File: config.mk
export PLATFORM = sky130hd
export DESIGN_NAME = multdiv_sequencer
export DESIGN_NICKNAME = d
export VERILOG_FILES = /design/src/rtl/multdiv_pkg.sv /design/src/rtl/multdiv_iter_counter.sv /design/src/rtl/multdiv_sequencer.sv
export SDC_FILE = /design/constraint.sdc
export NUM_CORES = 1
export LEC_CHECK = 0
export ABC_AREA = 1
export CAP_MARGIN = 0
export CORE_UTILIZATION = 40
export DETAILED_ROUTE_END_ITERATION = 12
export GPL_ROUTABILITY_DRIVEN = 0
export PLACE_DENSITY = 0.69
export SLEW_MARGIN = 20
export SYNTH_ARGS = -nofsm -noshare
export SYNTH_HDL_FRONTEND = slang
export SYNTH_SLANG_ARGS = --single-unit
File: constraint.sdc
create_clock -name clock -period 11.8 [get_ports clock]
set_input_delay 2.36 -clock clock [delete_from_list [all_inputs] [get_ports clock]]
set_output_delay 2.36 -clock clock [all_outputs]
set_load 0.02 [all_outputs]
File: src/rtl/multdiv_pkg.sv
// Shared definitions for the iterative multiply/divide sequencer.
package multdiv_pkg;
  localparam int MD_WIDTH = 32;
  localparam int MD_TAG_W = 5;
  localparam int MD_ITERS = 32;
  localparam int MD_CNT_W = 6;

  typedef enum logic [1:0] {
    ST_IDLE = 2'b00,
    ST_MULT = 2'b01,
    ST_DIV  = 2'b10,
    ST_DONE = 2'b11
  } md_state_e;
endpackage

File: src/rtl/multdiv_iter_counter.sv
// Iteration counter: synchronous clear, count enable, terminal flag on the last iteration.
module multdiv_iter_counter
  import multdiv_pkg::*;
(
  input  logic i_clock,
  input  logic i_reset_n,
  input  logic i_clear,
  input  logic i_enable,
  output logic o_tc
);
  logic [MD_CNT_W-1:0] r_count;

  always_ff @(posedge i_clock or negedge i_reset_n) begin
    if (!i_reset_n)    r_count <= '0;
    else if (i_clear)  r_count <= '0;
    else if (i_enable) r_count <= r_count + 1'b1;
  end

  assign o_tc = (r_count == MD_CNT_W'(MD_ITERS - 1));
endmodule

File: src/rtl/multdiv_sequencer.sv
// Iterative signed multiply (shift-add) / divide (restoring) on magnitudes, 32 steps,
// returning a one-cycle result_rdy pulse with result, tag and exception.
module multdiv_sequencer
  import multdiv_pkg::*;
#(
  parameter int WIDTH = MD_WIDTH,
  parameter int TAG_W = MD_TAG_W
) (
  input  logic             clock,
  input  logic             reset,
  input  logic             ctrl_mult,
  input  logic             ctrl_div,
  input  logic [WIDTH-1:0] operand_a,
  input  logic [WIDTH-1:0] operand_b,
  input  logic [TAG_W-1:0] dest_tag_in,
  output logic             busy,
  output logic             stall,
  output logic [WIDTH-1:0] result,
  output logic [TAG_W-1:0] result_tag,
  output logic             result_rdy,
  output logic             exception,
  output logic [1:0]       o_dbg_state
);
  localparam logic [WIDTH-1:0] MIN_MAG = {1'b1, {(WIDTH-1){1'b0}}};

  md_state_e          r_state, w_state_nxt;
  logic               w_start, w_cnt_clear, w_cnt_en, w_cnt_tc;
  logic [WIDTH:0]     r_hi, r_b_mag, w_hi_nxt, w_b_mag, w_mul_sum, w_div_sh;
  logic [WIDTH-1:0]   r_lo, w_lo_nxt, w_a_mag, w_q;
  logic [WIDTH+1:0]   w_div_diff;
  logic [2*WIDTH-1:0] w_prod_mag, w_prod;
  logic               r_neg, w_div_ok, w_mul_exc, w_div_exc;
  logic [TAG_W-1:0]   r_tag;

  // Start handshake: a request is taken only while idle; multiply has priority.
  always_comb begin
    w_state_nxt = r_state;
    w_start     = 1'b0;
    w_cnt_clear = 1'b0;
    w_cnt_en    = 1'b0;
    case (r_state)
      ST_IDLE: if (ctrl_mult || ctrl_div) begin
        w_start     = 1'b1;
        w_cnt_clear = 1'b1;
        if (ctrl_mult)            w_state_nxt = ST_MULT;
        else if (operand_b == '0) w_state_nxt = ST_DONE;
        else                      w_state_nxt = ST_DIV;
      end
      ST_MULT, ST_DIV: begin
        w_cnt_en = 1'b1;
        if (w_cnt_tc) w_state_nxt = ST_DONE;
      end
      default: w_state_nxt = ST_IDLE;
    endcase
  end

  always_ff @(posedge clock or negedge reset) begin
    if (!reset) r_state <= ST_IDLE;
    else        r_state <= w_state_nxt;
  end

  multdiv_iter_counter u_iter_counter (
    .i_clock   (clock),
    .i_reset_n (reset),
    .i_clear   (w_cnt_clear),
    .i_enable  (w_cnt_en),
    .o_tc      (w_cnt_tc)
  );

  // Magnitudes kept unsigned so that the most negative operand is represented exactly.
  assign w_a_mag = operand_a[WIDTH-1] ? (~operand_a + 1'b1) : operand_a;
  assign w_b_mag = {1'b0, (operand_b[WIDTH-1] ? (~operand_b + 1'b1) : operand_b)};

  assign w_mul_sum  = r_hi + (r_lo[0] ? r_b_mag : '0);
  assign w_div_sh   = {r_hi[WIDTH-1:0], r_lo[WIDTH-1]};
  assign w_div_diff = {1'b0, w_div_sh} - {1'b0, r_b_mag};
  assign w_div_ok   = !w_div_diff[WIDTH+1];

  always_comb begin
    w_hi_nxt = r_hi;
    w_lo_nxt = r_lo;
    if (r_state == ST_MULT) begin
      w_hi_nxt = {1'b0, w_mul_sum[WIDTH:1]};
      w_lo_nxt = {w_mul_sum[0], r_lo[WIDTH-1:1]};
    end else if (r_state == ST_DIV) begin
      w_hi_nxt = w_div_ok ? w_div_diff[WIDTH:0] : w_div_sh;
      w_lo_nxt = {r_lo[WIDTH-2:0], w_div_ok};
    end
  end

  // Final sign fix-up and overflow detection, evaluated on the last iteration.
  assign w_prod_mag = {w_hi_nxt[WIDTH-1:0], w_lo_nxt};
  assign w_prod     = r_neg ? (~w_prod_mag + 1'b1) : w_prod_mag;
  assign w_mul_exc  = !((&w_prod[2*WIDTH-1:WIDTH-1]) || !(|w_prod[2*WIDTH-1:WIDTH-1]));
  assign w_q        = r_neg ? (~w_lo_nxt + 1'b1) : w_lo_nxt;
  assign w_div_exc  = r_neg ? (w_lo_nxt > MIN_MAG) : w_lo_nxt[WIDTH-1];

  always_ff @(posedge clock or negedge reset) begin
    if (!reset) begin
      r_hi       <= '0;
      r_lo       <= '0;
      r_b_mag    <= '0;
      r_neg      <= 1'b0;
      r_tag      <= '0;
      result     <= '0;
      result_tag <= '0;
      exception  <= 1'b0;
    end else if (w_start) begin
      r_hi    <= '0;
      r_lo    <= w_a_mag;
      r_b_mag <= w_b_mag;
      r_neg   <= operand_a[WIDTH-1] ^ operand_b[WIDTH-1];
      r_tag   <= dest_tag_in;
      if (w_state_nxt == ST_DONE) begin
        result     <= '0;
        result_tag <= dest_tag_in;
        exception  <= 1'b1;
      end
    end else if (w_cnt_en) begin
      r_hi <= w_hi_nxt;
      r_lo <= w_lo_nxt;
      if (w_cnt_tc) begin
        result     <= (r_state == ST_MULT) ? w_prod[WIDTH-1:0] : w_q;
        exception  <= (r_state == ST_MULT) ? w_mul_exc : w_div_exc;
        result_tag <= r_tag;
      end
    end
  end

  assign busy        = (r_state != ST_IDLE);
  assign stall       = busy || ((ctrl_mult || ctrl_div) && (r_state == ST_IDLE));
  assign result_rdy  = (r_state == ST_DONE);
  assign o_dbg_state = r_state;
endmodule

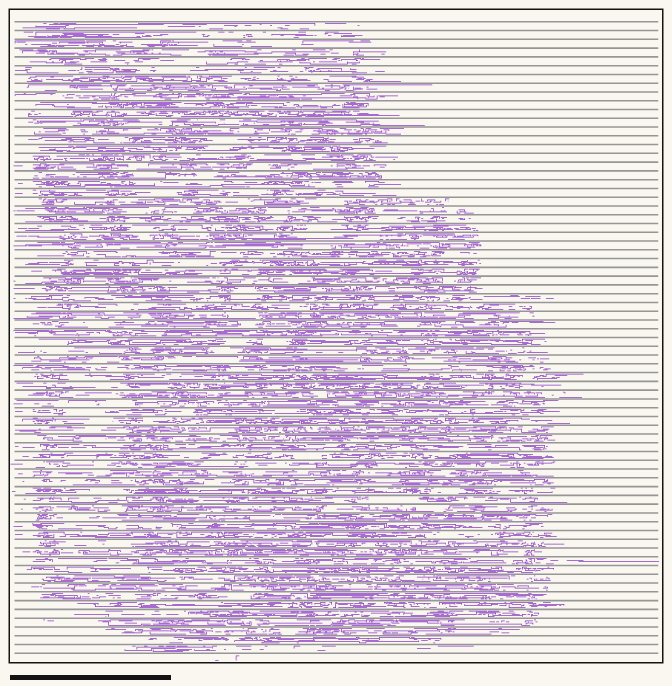
layer_met1.png
Scale bar: 50 um. Supply wires on this layer in gray.
main direction: horizontal
nets with wire on the layer: 2,691

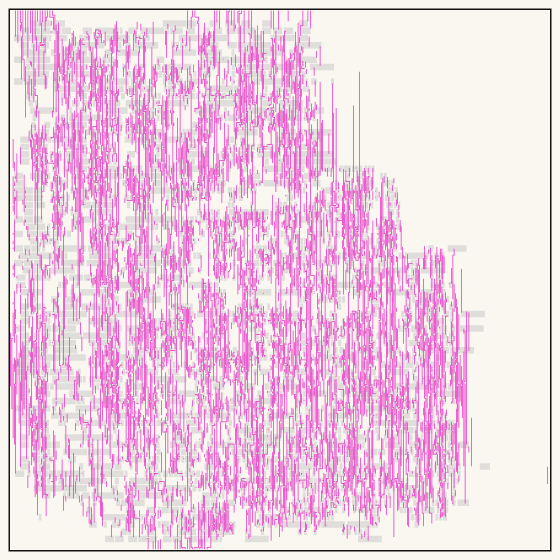
layer_met2.png
Cells faint in the background.
share of all routed wire: 44%
main direction: vertical
longest straight run: 64.6 um

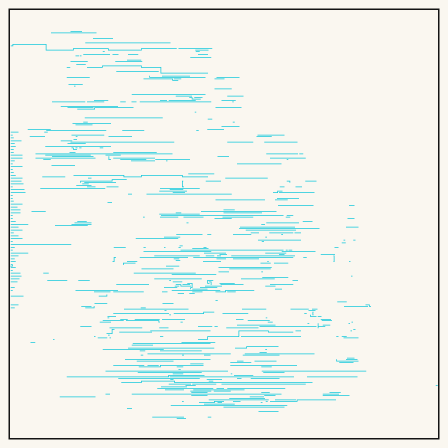
layer_met3.png
nets with wire on the layer: 345
longest straight run: 70.4 um
share of all routed wire: 9.0%
wire length on this layer: 5,000 um

==> results.sh <==
# flow metrics
export IMPL_maxCapViolations=0
export IMPL_synthDistinctLibCells=59
export IMPL_n_clock_buffer=19
export IMPL_largestClassByArea="combinational gates"
export IMPL_fill_cells=4165
export IMPL_r2r_slack_ns=6.02
export IMPL_tightestPinTransition_ns=0.953
export IMPL_warning_count=29
export IMPL_grt_usage_pct=27.3
export IMPL_setup_viol=0
export IMPL_clock_area_share_pct=3.03
export IMPL_async_flop_share_pct=100
export IMPL_numCtsBuffers=17
export IMPL_dpl_cell_count=3232
export IMPL_max_stage_delay_ns=0.55
export IMPL_largest_register_ffs=33
export IMPL_xor_area_share_pct=4.70
export IMPL_instances_no_fill=3263
export IMPL_hold_violations=0
export IMPL_finalInstanceArea_um2=18100
export IMPL_clkPwrFrac_pct=10.4
export IMPL_netlist_instances=2670
export IMPL_tritoncts="done"
export IMPL_grt_overflow=0
export IMPL_chipHeight_um=202
export IMPL_p_per_area_nw_per_um2=285
export IMPL_layout_cells_most_common="nand2_1"
export IMPL_met1_usage_pct=37.2
export IMPL_drt_wirelength_per_cell_um=17.1
export IMPL_yosysMostFrequentCell="nand2_1"
export IMPL_p_switching_w=0.00301
export IMPL_hold_buffers=0
export IMPL_endpoint="result[31]"
export IMPL_die_area_um2=40900
export IMPL_comb_share_pct=57.3
export IMPL_core_util_floorplan_pct=41.0
export IMPL_route_met2_wl_um=24600
export IMPL_grt_pass1_vias=16700
export IMPL_compound_area_share_pct=15.5
export IMPL_comb_cells=2031
export IMPL_antenna_found_initial=0
export IMPL_seq_power_w=0.000874
export IMPL_pg_comb_w=0.00376
export IMPL_postRouteAntennaNets=0
export IMPL_drtIter0Drc=1889
export IMPL_slew_headroom_pct=36.4
export IMPL_n_antenna_cell=0
export IMPL_slew_viol_final=0
export IMPL_whs_path_depth=2
export IMPL_mi_logic_area_um2=10400
export IMPL_sequentialPowerShare_pct=16.9
export IMPL_cts_root_buf="clkbuf_16"
export IMPL_die_x_um=202
export IMPL_dpl_hpwl_um=43200
export IMPL_ys_seq_elements=149
export IMPL_finClkSkew_ns=0.0139
export IMPL_vias=18200
export IMPL_power_internal_w=0.00216
export IMPL_finish_utilization_pct=46.4
export IMPL_postCtsResizedCells=0
export IMPL_grt_first_pass_wirelength_um=89000
export IMPL_nFlopsAndLatches=149
export IMPL_ff_type="dfrtp_1"
export IMPL_min_to="r_tag[2]"
export IMPL_pwr_group_clock_w=0.000535
export IMPL_critical_path_top_delay_family="simple AND/OR/NAND/NOR gates"
export IMPL_final_nets=2881
export IMPL_ios=116
export IMPL_busiest_layer="met2"
export IMPL_simple_gate_share_pct=38.8
export IMPL_coreArea_um2=39100
export IMPL_grt_met3_usage_pct=4.93
export IMPL_total_power_w=0.00517
export IMPL_p_comb_share_pct=72.7
export IMPL_top_cell_area_share_pct=23.3
export IMPL_sw_frac_of_total_pct=58.3
export IMPL_cp_slowest_cell="inv_1"
export IMPL_cts_sinks=149
export IMPL_place_area_um2=17600
export IMPL_place_ws_ns=5.17
export IMPL_crit_cells=19
export IMPL_post_cts_buffers=0
export IMPL_path_clk_slew_ns=0.06
export IMPL_lay_top_cells="818 x nand2_1, 390 x inv_1, 218 x nor2_1, 217 x nand3_1, 151 x o21ai_0"
export IMPL_fmax_mhz=162
export IMPL_setup_tns_final_ns=0
export IMPL_buffers_excl_clock=131
export IMPL_avgSynthCellArea_um2=6.01
export IMPL_routed_wl_um=55900
export IMPL_fa_ha_area_share_pct=5.87
export IMPL_setup_worst_path_start="operand_b[1]"
export IMPL_required_ns=12.14
export IMPL_rsz0062_at_grt="false"
export IMPL_synth_top_cell_by_area="dfrtp_1"
export IMPL_min_period_ns=6.19
export IMPL_portBuffers=115
export IMPL_status="finished, final reports clean"
export IMPL_grt_max_degree=97
